run_1/io_fan.png
The bar under the picture is 20 um long.
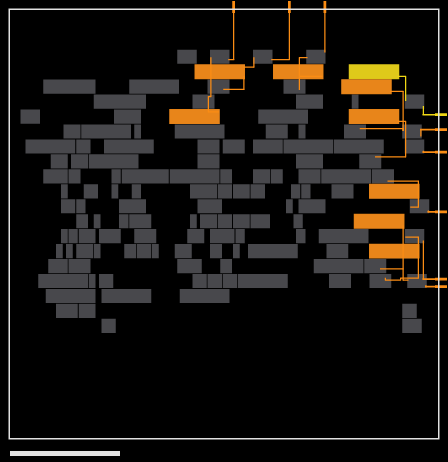
run_1/power_grid.png
The bar under the picture is 20 um long. Pins as bars on the die edge.
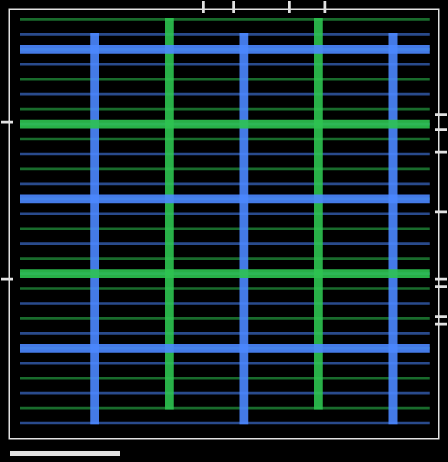
run_1/cell_density.png
The bar under the picture is 20 um long. 8 x 8 tiles, from black (low) to pale yellow (high), 0 to 100% covered.
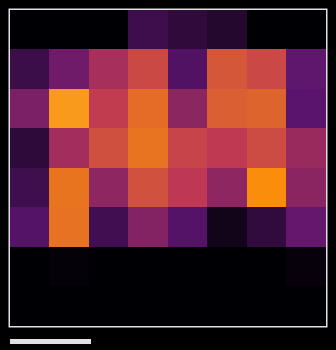
--- src/rtl/serial_msj_rx.sv ---
// serial_msj_rx: oversampled UART-style receiver (idle high, 8 data LSB-first, 1 stop) feeding the message register.
// Define SERIAL_PARITY_EN to expect an even-parity bit before stop and expose the parity_err port.
module serial_msj_rx #(
  parameter int CLKS_PER_BIT = 16,
  parameter int SYNC_STAGES  = 2
) (
  input  logic       clk,
  input  logic       reset,
  input  logic       rx,
  output logic [7:0] data_out,
  output logic       data_valid,
  output logic       frame_err,
`ifdef SERIAL_PARITY_EN
  output logic       parity_err,
`endif
  output logic       busy
);

  localparam int TW = $clog2(CLKS_PER_BIT);
  localparam logic [TW-1:0] BIT_END  = TW'(CLKS_PER_BIT - 1);
  localparam logic [TW-1:0] HALF_END = TW'(CLKS_PER_BIT / 2 - 1);

  typedef enum logic [2:0] {
    IDLE,
    START,
    DATA,
    STOP,
    RECOVER
`ifdef SERIAL_PARITY_EN
    , PARITY
`endif
  } state_t;

  state_t          state_reg, state_next;
  logic [TW-1:0]   timer_reg, timer_next;
  logic [2:0]      idx_reg, idx_next;
  logic [7:0]      shift_reg, shift_next;
  logic [7:0]      data_reg, data_next;
  logic            valid_reg, valid_next;
  logic            ferr_reg, ferr_next;
  logic [SYNC_STAGES-1:0] sync_reg;
  logic            rs;
  logic            bit_done;
`ifdef SERIAL_PARITY_EN
  logic            perr_reg, perr_next;
  logic            par_bad_reg, par_bad_next;
`endif

  // Synchroniser idles high so reset never looks like a start bit.
  always_ff @(posedge clk or negedge reset) begin
    if (!reset) sync_reg <= '1;
    else        sync_reg <= {sync_reg[SYNC_STAGES-2:0], rx};
  end

  assign rs = sync_reg[SYNC_STAGES-1];

  always_ff @(posedge clk or negedge reset) begin
    if (!reset) begin
      state_reg   <= IDLE;
      timer_reg   <= '0;
      idx_reg     <= '0;
      shift_reg   <= '0;
      data_reg    <= '0;
      valid_reg   <= 1'b0;
      ferr_reg    <= 1'b0;
`ifdef SERIAL_PARITY_EN
      perr_reg    <= 1'b0;
      par_bad_reg <= 1'b0;
`endif
    end else begin
      state_reg   <= state_next;
      timer_reg   <= timer_next;
      idx_reg     <= idx_next;
      shift_reg   <= shift_next;
      data_reg    <= data_next;
      valid_reg   <= valid_next;
      ferr_reg    <= ferr_next;
`ifdef SERIAL_PARITY_EN
      perr_reg    <= perr_next;
      par_bad_reg <= par_bad_next;
`endif
    end
  end

  always_comb begin
    state_next   = state_reg;
    timer_next   = timer_reg;
    idx_next     = idx_reg;
    shift_next   = shift_reg;
    data_next    = data_reg;
    valid_next   = 1'b0;
    ferr_next    = 1'b0;
`ifdef SERIAL_PARITY_EN
    perr_next    = 1'b0;
    par_bad_next = par_bad_reg;
`endif
    bit_done     = (timer_reg == BIT_END);

    unique case (state_reg)
      IDLE: begin
        if (!rs) begin
          state_next = START;
          timer_next = '0;
        end
      end
      START: begin
        // Re-check at mid start bit so short glitches are discarded.
        if (timer_reg == HALF_END) begin
          timer_next = '0;
          idx_next   = '0;
          state_next = rs ? IDLE : DATA;
        end else begin
          timer_next = timer_reg + TW'(1);
        end
      end
      DATA: begin
        if (bit_done) begin
          timer_next          = '0;
          shift_next[idx_reg] = rs;
          idx_next            = idx_reg + 3'd1;
          if (idx_reg == 3'd7) begin
`ifdef SERIAL_PARITY_EN
            state_next = PARITY;
`else
            state_next = STOP;
`endif
          end
        end else begin
          timer_next = timer_reg + TW'(1);
        end
      end
`ifdef SERIAL_PARITY_EN
      PARITY: begin
        if (bit_done) begin
          timer_next   = '0;
          par_bad_next = (^shift_reg) ^ rs;
          state_next   = STOP;
        end else begin
          timer_next = timer_reg + TW'(1);
        end
      end
`endif
      STOP: begin
        // Leaving at mid stop bit lets a back-to-back start edge be caught.
        if (bit_done) begin
          timer_next = '0;
          if (rs) begin
            state_next = IDLE;
`ifdef SERIAL_PARITY_EN
            if (par_bad_reg) begin
              perr_next = 1'b1;
            end else begin
              data_next  = shift_reg;
              valid_next = 1'b1;
            end
`else
            data_next  = shift_reg;
            valid_next = 1'b1;
`endif
          end else begin
            ferr_next  = 1'b1;
            state_next = RECOVER;
          end
        end else begin
          timer_next = timer_reg + TW'(1);
        end
      end
      RECOVER: begin
        if (rs) state_next = IDLE;
      end
      default: begin
        state_next = IDLE;
        timer_next = '0;
      end
    endcase
  end

  assign data_out   = data_reg;
  assign data_valid = valid_reg;
  assign frame_err  = ferr_reg;
  assign busy       = (state_reg != IDLE);
`ifdef SERIAL_PARITY_EN
  assign parity_err = perr_reg;
`endif

endmodule
--- config.mk ---
export PLATFORM = sky130hd
export DESIGN_NAME = serial_msj_rx
export DESIGN_NICKNAME = d
export VERILOG_FILES = /design/src/rtl/serial_msj_rx.sv
export SDC_FILE = /design/constraint.sdc
export NUM_CORES = 1
export LEC_CHECK = 0
export CAP_MARGIN = 0
export CORE_MARGIN = 1.5
export CORE_UTILIZATION = 26
export DETAILED_ROUTE_END_ITERATION = 10
export GPL_TIMING_DRIVEN = 1
export PLACE_DENSITY = 0.54
export SYNTH_ARGS = -nofsm -noshare
export SYNTH_HDL_FRONTEND = slang
export SYNTH_SLANG_ARGS = --single-unit
--- constraint.sdc ---
create_clock -name clk -period 3.1 [get_ports clk]
set_clock_uncertainty 0.05 [all_clocks]
set_input_delay 0.62 -clock clk [delete_from_list [all_inputs] [get_ports clk]]
set_output_delay 0.62 -clock clk [all_outputs]
set_load 0.05 [all_outputs]
==> flow_summary.ini, run 1 <==
; flow metrics
[synth]
async_flop_share = 1.00
ys_cells = 120
syn_inst = 120
edf_count = 0
netlist_area_mm2 = 0.00146
yosys_warnings = 0

[placed_design]
gp_congestion = 0.811
placed_area_mm2 = 0.00165
dp.cells = 198

[clocking]
clkLatencyLatePin_ns = 0.27
clkTransAtPathRegs_ns = 0.06
cts_num_sinks = 30
cts.path.max_buffers = 2

[route]
drtAntennaViolNets = 0
initialDrtViolationCount = 33
viasPerCell = 4.79
routed_wl_um = 2720
drt-pass1-iter-count = 4

[job]
cap_violations = 0

[hold_path]
holdCritPathClass = reg -> reg

[floorplan]
core_area_mm2 = 0.00547
initCoreUtil = 0.266
die-width_um = 77.9
num_io_pins = 14

[power]
internal_power_mw = 0.727
finalPower_mw = 1.09
peakVddDrop_mv = 0.343
powerDensity_mw_per_mm2 = 623
leakagePower_nw = 0.794
power_frac_comb = 0.246

[sta]
rsz0062_at_grt = no
worst_slack_ns = 0.603
tightest_slew_ns = 0.500
fin_crit_sh = 0.805
slew_violations = 0

[worst_setup_path]
cp_max_fo = 7
slowest_delay_ns = 0.71
critPathRequiredTime_ns = 2.43
crit_chain = nor2_1 > nand2_1 > clkdlybuf4s50_1
worstPathArrival_ns = 1.83
end_kind = output pin

[global_routing]
grt_overflow = 0
antenna_found_initial = 0
grt_max_degree = 31
grt_pass1_vias = 994

[run_status]
run_status = finished, final reports clean
## Picture notes: io_fan.png
legend:
  data_valid:
    colour: yellow
    bits: 1
    direction: output
    edge: east
    end_cells: 1
    wire: 9.60 um
  data_out:
    colour: orange
    bits: 8
    direction: output
    edge: 5 east, 3 north
    end_cells: 8
    wire: 155 um

## Picture notes: power_grid.png
legend:
  VSS:
    colour: blue
  VDD:
    colour: green
met4 straps: 5
met5 straps: 5
met1 rails: 28

## Picture notes: cell_density.png
mean over tiles: 27%
emptiest ninth of the die: south-east
tiles over 75% full: 3.1%
nearly empty tiles: 33%
fullest tile: 78%
densest ninth of the die: centre

==> run 1: cell usage in the layout (no fill, tap or decap), types with 2 or more instances in the layout <==
| cell type | netlist | routed |
|---|---|---|
| o311ai_0 | 3 | 3 |
| ha_1 | 3 | 3 |
| buf_4 | 2 | 3 |
| nand4b_1 | 3 | 3 |
| nand4bb_1 | 2 | 2 |
| clkdlybuf4s50_1 | 0 | 13 |
| dfrtp_1 | 28 | 28 |
| dfstp_2 | 2 | 2 |
| nand4_1 | 2 | 2 |
| nand2_1 | 3 | 3 |
| nand3_1 | 7 | 7 |
| mux2_2 | 16 | 16 |
| nor2_1 | 6 | 6 |
| o211ai_1 | 6 | 6 |
| a22o_1 | 2 | 2 |
| inv_1 | 5 | 5 |
| clkbuf_8 | 0 | 6 |
==> run 1: Yosys cell counts, types with 3 or more instances <==
library cell,number
o311ai_0,3
clkbuf_1,5
nor2_1,6
mux2_2,16
nand3_1,7
ha_1,3
dfrtp_1,28
o211ai_1,6
inv_1,5
nand2_1,3
nand4b_1,3
==> run 1: through the flow <==
| stage | hold WS, ns | utilization |
|---|---|---|
| 3_5_place_dp | 0.298 | 0.302 |
| 3_3_place_gp | 0.296 | 0.302 |
| 4_1_cts | 0.307 | 0.319 |
| 2_1_floorplan | 0.274 | - |
| 5_1_grt | 0.314 | 0.319 |
| 6_report | 0.306 | 0.319 |
==> run 1: power groups by stage <==
| stage | Clock (mW) | Combinational [mW] | Sequential [mW] |
|---|---|---|---|
| 3_5_place_dp | 0 | 0.269 | 0.507 |
| 5_1_grt | 0.350 | 0.298 | 0.510 |
| 6_report | 0.318 | 0.267 | 0.502 |
| 3_3_place_gp | 0 | 0.260 | 0.503 |
| 2_1_floorplan | 0 | 0.233 | 0.469 |
| 4_1_cts | 0.332 | 0.268 | 0.500 |
==> run 1: path summary, 6_finish.rpt <==
check	slack [ns]	to	start	depth (start not counted)
min in group asynchronous	0.69	data_out[2]	reset	2
setup reg to reg	1.07	data_out[7]	timer_reg[0]	4
setup / recovery	0.60	busy	state_reg[0]	3
hold / removal	0.31	sync_reg[1]	sync_reg[0]	0
hold reg to reg	0.31	sync_reg[1]	sync_reg[0]	0
max in group asynchronous	1.99	sync_reg[1]	reset	2
==> run 1: routing by layer <==
metal / vias up / routed length (um) / track usage
met1: 498 / 1270 / 0.129
met2: 16 / 1340 / 0.161
li1: 471 / - / -
met4: 0 / 10 / 0.0382
met5: - / 0 / 0
met3: 2 / 100 / 0.0388
==> run 1: kinds of logic (layout without fill, tap and decap cells) <==
| group | after synthesis | count (layout) | synth area share |
|---|---|---|---|
| mux | 17 | 17 | 0.134 |
| simple gates | 37 | 37 | 0.180 |
| flops | 30 | 30 | 0.517 |
| buf+inv | 15 | 29 | 0.0455 |
| xor+xnor | 1 | 1 | 0.00601 |
| fa+ha+maj | 3 | 3 | 0.0258 |
| compound gates | 17 | 17 | 0.0918 |
==> run 1: cell type report <==
cell class                      instances  area share
Clock buffer                            7      0.0495
Clock inverter                          1     0.00287
Inverter                                5      0.0108
Multi-Input combinational cell         75       0.366
Sequential cell                        30       0.432
Tap cell                               72      0.0517
Timing Repair Buffer                   16      0.0875
==> run 2, diff against run 1 <==
==> constraint.sdc (replaced) <==
create_clock -name clk -period 2.3 [get_ports clk]
set_clock_uncertainty 0.05 [all_clocks]
set_input_delay 0.46 -clock clk [delete_from_list [all_inputs] [get_ports clk]]
set_output_delay 0.46 -clock clk [all_outputs]
set_load 0.05 [all_outputs]
run_2/power_grid.png
The bar under the picture is 20 um long. Pins as bars on the die edge.
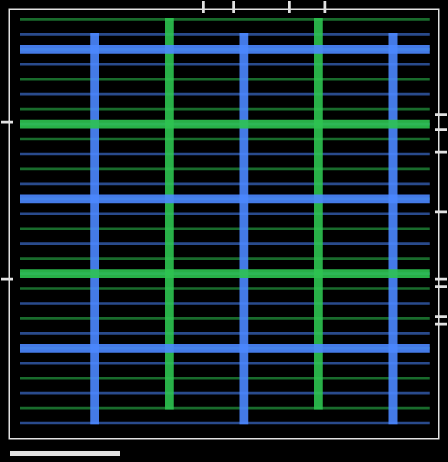
legend:
  VDD:
    colour: green
  VSS:
    colour: blue
met5 straps: 5
met4 straps: 5
met1 rails: 28
signal pins: 14

run_2/io_fan.png
The bar under the picture is 20 um long.
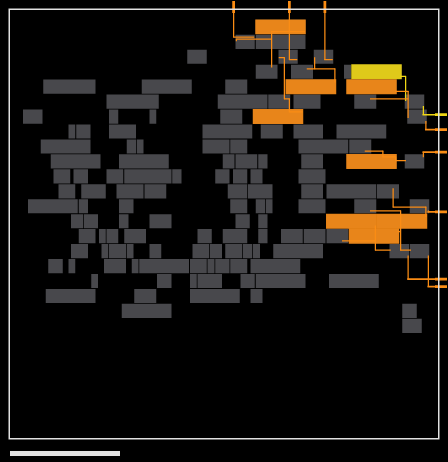
legend:
  data_valid:
    colour: yellow
    bits: 1
    direction: output
    edge: east
    end_cells: 1
    wire: 9.10 um
  data_out:
    colour: orange
    bits: 8
    direction: output
    edge: 5 east, 3 north
    end_cells: 8
    wire: 158 um

==> run 2 against run 1 <==
Net effect: non-clock buffer count is 2 lower; core utilization is 0.25 points lower; first-iteration DRC count is 18% higher; cell area is 0.79% lower; final cell count is 0.97% lower; worst setup slack worse by 0.45 ns; sequential cell count stayed put; routed wire length is 2.9% lower; sequential share of layout area is 0.34 points higher; largest power group unchanged; highest routed layer unchanged.
==> flow_summary.ini, run 2 <==
; flow metrics
[run_status]
run_status = finished, final reports clean

[power]
leakagePower_nw = 0.784
finalPower_mw = 1.45
peakVddDrop_mv = 0.515
powerDensity_mw_per_mm2 = 836

[synth]
synthAdderAreaFrac = 0.0258
top_cells_by_area = dfrtp_1 48%, mux2_2 12%, dfstp_2 3.6%
synthSimpleGateAreaFrac = 0.180
syn_nets = 126
ys_sh_aoi = 0.0918
yosys_warnings = 0
ys_cells = 120
edf_count = 0
ys_seq_frac = 0.517
syn_inst = 120
yosys.cell_count.top_type = dfrtp_1
xor_share = 0.00601
synth.area.mux_share = 0.134
netlist_area_mm2 = 0.00146
logic_family = simple AND/OR/NAND/NOR gates
ys_top_cells_by_count = 28 x dfrtp_1, 16 x mux2_2, 7 x nand3_1
synthDistinctLibCells = 40
async_flop_share = 1.00

[sta]
setup_viol = 0
rsz0062_at_grt = no
min_period_ns = 2.15
fin_crit_sh = 0.933
slew_violations = 0
tightest_slew_ns = 0.538

[finish]
antenna_cells = 0
final_core_util = 0.316
final_common_cell = dfrtp_1
drive_gt1_frac = 0.265
lay_top_cells = 28 x dfrtp_1, 16 x mux2_2, 12 x clkdlybuf4s50_1
seq_area_um2 = 753

[hold_path]
holdCritStartpoint = sync_reg[0]
min_to = sync_reg[1]
holdCritPathClass = reg -> reg
hold_depth = 0

[placed_design]
gp_congestion = 0.767
placed_area_mm2 = 0.00164
dp.cells = 196
io_buffers = 13

[worst_setup_path]
rr_worst_depth = 4
cp_max_fo = 20
rrSetupSlack_ns = 0.28
end_kind = output pin
r2r-start = timer_reg[0]
worstPathArrival_ns = 1.64
critPathRequiredTime_ns = 1.79
path_class = reg -> out
reg2reg_to = data_out[1]

[floorplan]
die-width_um = 77.9
fp.dieH_um = 77.9
initCoreUtil = 0.266
core_area_mm2 = 0.00547
dieArea_mm2 = 0.00606
num_io_pins = 14

[job]
cap_violations = 0
tool_warnings = 26

[global_routing]
grt_pass1_vias = 1001
antenna_found_initial = 0
grt_max_degree = 31
grt_overflow = 0

[clocking]
clkTransAtPathRegs_ns = 0.06
post_cts_resize_count = 0
cts_num_sinks = 30
cts_setup_buffers = 0
cts-htree-levels = 2
clkLatencyLatePin_ns = 0.27
tritoncts = done
cts.path.max_buffers = 2

[route]
routed_wl_um = 2640
drc = 0
viasPerCell = 4.71
drt-pass1-iter-count = 4
drtAntennaViolNets = 0
initialDrtViolationCount = 39
run 2: cell counts after synthesis:
Identical to the previous run, type by type.
run 2: cell families (layout without fill, tap and decap cells):
logic type / count (synthesis) / count (layout)
adders and majority gates: 3 / 3
DFF: 30 / 30
muxes: 17 / 17
xor gates and xnor gates: 1 / 1
and+or+nand+nor: 37 / 37
buffers and inverters: 15 / 27
AOI/OAI and AO/OA: 17 / 17
run 2: power breakdown:
| group | switching [mW] | total [mW] | internal (mW) |
|---|---|---|---|
| logic | 0.151 | 0.285 | 0.134 |
| clock network | 0.194 | 0.434 | 0.240 |
| registers | 0.141 | 0.727 | 0.586 |
run 2: layout make-up:
cell class / count / share of cell area
multi-input combinational: 75 / 0.369
inverter: 5 / 0.0108
tap: 72 / 0.0521
clock inverter: 2 / 0.00723
sequential: 30 / 0.435
timing repair buffer: 14 / 0.0781
clock buffer: 6 / 0.0477
run 2: worst max-delay path by stage:
stage | from | end
2_1_floorplan | timer_reg[0] | shift_reg[6]
3_3_place_gp | timer_reg[0] | data_out[4]
3_5_place_dp | timer_reg[0] | data_out[1]
4_1_cts | state_reg[0] | busy
5_1_grt | state_reg[0] | busy
6_report | state_reg[0] | busy
run 2: metal layers:
layer | wire length (um) | up-vias | GRT usage
li1 | - | 463 | -
met1 | 1300 | 478 | 0.129
met2 | 1200 | 18 | 0.148
met3 | 104 | 2 | 0.0353
met4 | 29 | 0 | 0.0436
met5 | 0 | - | 0
run 2: worst max-delay path, stage by stage, from the launching register on:
cell and delay [ns]:
dfrtp_1 0.58, nor2_1 0.47, nand2_1 0.10, buf_4 0.20
run 2: per-stage QoR:
stage	setup slack (ns)	hold slack, ns
2_1_floorplan	0.576	0.114
3_3_place_gp	0.353	0.296
3_5_place_dp	0.257	0.300
4_1_cts	0.137	0.309
5_1_grt	0.0446	0.316
6_report	0.155	0.308
==> run 3, diff against run 2 <==
--- a/config.mk
+++ b/config.mk
@@ -10,7 +10,6 @@
 export CORE_UTILIZATION = 26
 export DETAILED_ROUTE_END_ITERATION = 10
 export GPL_TIMING_DRIVEN = 1
-export PLACE_DENSITY = 0.54
 export SYNTH_ARGS = -nofsm -noshare
 export SYNTH_HDL_FRONTEND = slang
 export SYNTH_SLANG_ARGS = --single-unit
run_3/congestion.png
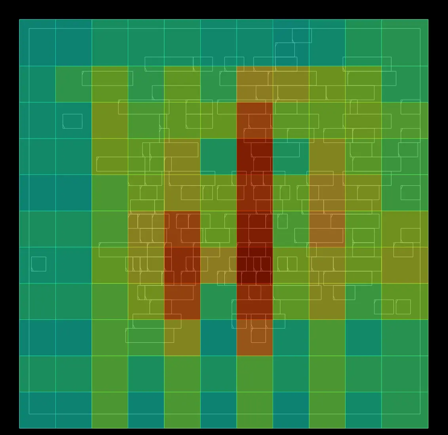
gr usage total: 0.102
Avg WL per Cell: 13.4 um
final core utilization: 0.318

run_3/placement_by_type.png
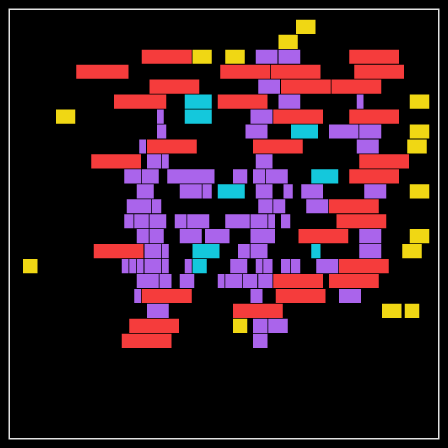
legend:
  sequential cells:
    colour: red
    cells: 30
    share_of_their_area: 46%
  combinational and other logic:
    colour: purple
    cells: 80
    share_of_their_area: 40%
  clock drivers and dummy loads:
    colour: cyan
    cells: 8
    share_of_their_area: 5.8%
  remaining buffers and delay cells:
    colour: yellow
    cells: 15
    share_of_their_area: 8.7%

==> run 3 against run 2 <==
Net effect: largest power group unchanged; sequential power fell by 1%; area after synthesis did not move; largest cell class unchanged; register-to-register slack barely moved; cell area rose by 0.43%.
==> flow_summary.ini, run 3 <==
; flow metrics
[global_routing]
grt_pass1_vias = 974
grt_overflow = 0

[floorplan]
die-width_um = 77.9
core_area_mm2 = 0.00547
dieArea_mm2 = 0.00606

[finish]
seq_area_um2 = 753
drive_gt1_frac = 0.271
final_common_cell = dfrtp_1
lay_top_cells = 28 x dfrtp_1, 16 x mux2_2, 12 x clkdlybuf4s50_1

[synth]
top_cells_by_area = dfrtp_1 48%, mux2_2 12%, dfstp_2 3.6%
async_flop_share = 1.00
ys_seq_frac = 0.517
synthDistinctLibCells = 40
yosys.cell_count.top_type = dfrtp_1
ys_cells = 120
edf_count = 0
syn_inst = 120

[clocking]
post_cts_resize_count = 0
cts_num_sinks = 30
cts_setup_buffers = 0
cts-htree-levels = 2

[placed_design]
place_ws_ns = 0.279
placed_area_mm2 = 0.00164
io_buffers = 13
gp_congestion = 0.781

[power]
peakVddDrop_mv = 0.393
powerDensity_mw_per_mm2 = 833
leakagePower_nw = 0.789

[route]
drc = 0
drt-pass1-iter-count = 4
drtAntennaViolNets = 0
routed_wl_um = 2750
initialDrtViolationCount = 66
viasPerCell = 4.79

[worst_setup_path]
end_kind = output pin
worstPathArrival_ns = 1.61
critPathRequiredTime_ns = 1.79
crit_chain = nor2_1 > nand2_1 > buf_4
slowest_stage = dfrtp_1

[hold_path]
holdCritPathClass = reg -> reg

[job]
tool_warnings = 26

[sta]
min_period_ns = 2.12
fin_hold_ws_ns = 0.306
rsz0062_at_grt = no

[run_status]
run_status = finished, final reports clean
run 3: layer usage:
layer,wire [um],global-route usage
met5,0,0
met4,20,0.0382
met3,113,0.0400
met2,1380,0.170
met1,1240,0.117
run 3: path summary, 6_finish.rpt:
| path | from | end | slack, ns | depth (start not counted) |
|---|---|---|---|---|
| worst min-delay path | sync_reg[0] | sync_reg[1] | 0.31 | 0 |
| worst max-delay path | state_reg[1] | busy | 0.18 | 3 |
| worst max register to register | timer_reg[0] | data_out[2] | 0.29 | 4 |
| worst min register to register | sync_reg[0] | sync_reg[1] | 0.31 | 0 |
| max in group asynchronous | reset | sync_reg[0] | 1.36 | 2 |
| min in group asynchronous | reset | idx_reg[2] | 0.52 | 2 |
run 3: kinds of logic after synthesis:
family                     share of synthesized area
buffers and inverters                         0.0455
muxes                                          0.134
DFF                                            0.517
AOI/OAI and AO/OA                             0.0918
adders and majority gates                     0.0258
xor gates and xnor gates                     0.00601
and+or+nand+nor                                0.180
run 3: final cells by class:
type	count	share of cell area
sequential	30	0.433
multi-input combinational	75	0.367
inverter	5	0.0108
timing repair buffer	15	0.0821
tap	72	0.0518
clock inverter	2	0.00720
clock buffer	6	0.0475
run 3: report_power, final:
group | switching, mW | leakage, nW | internal [mW]
Combinational | 0.156 | 0.337 | 0.140
Clock | 0.192 | 0.0472 | 0.240
Sequential | 0.134 | 0.404 | 0.586
run 3: critical path: cells and delay by family, from the launching register on:
| family | cells | cell delay, ns |
|---|---|---|
| DFF | 1 | 0.59 |
| and+or+nand+nor | 2 | 0.55 |
| buffers and inverters | 1 | 0.20 |
Power is estimated from default activity; no workload was simulated.
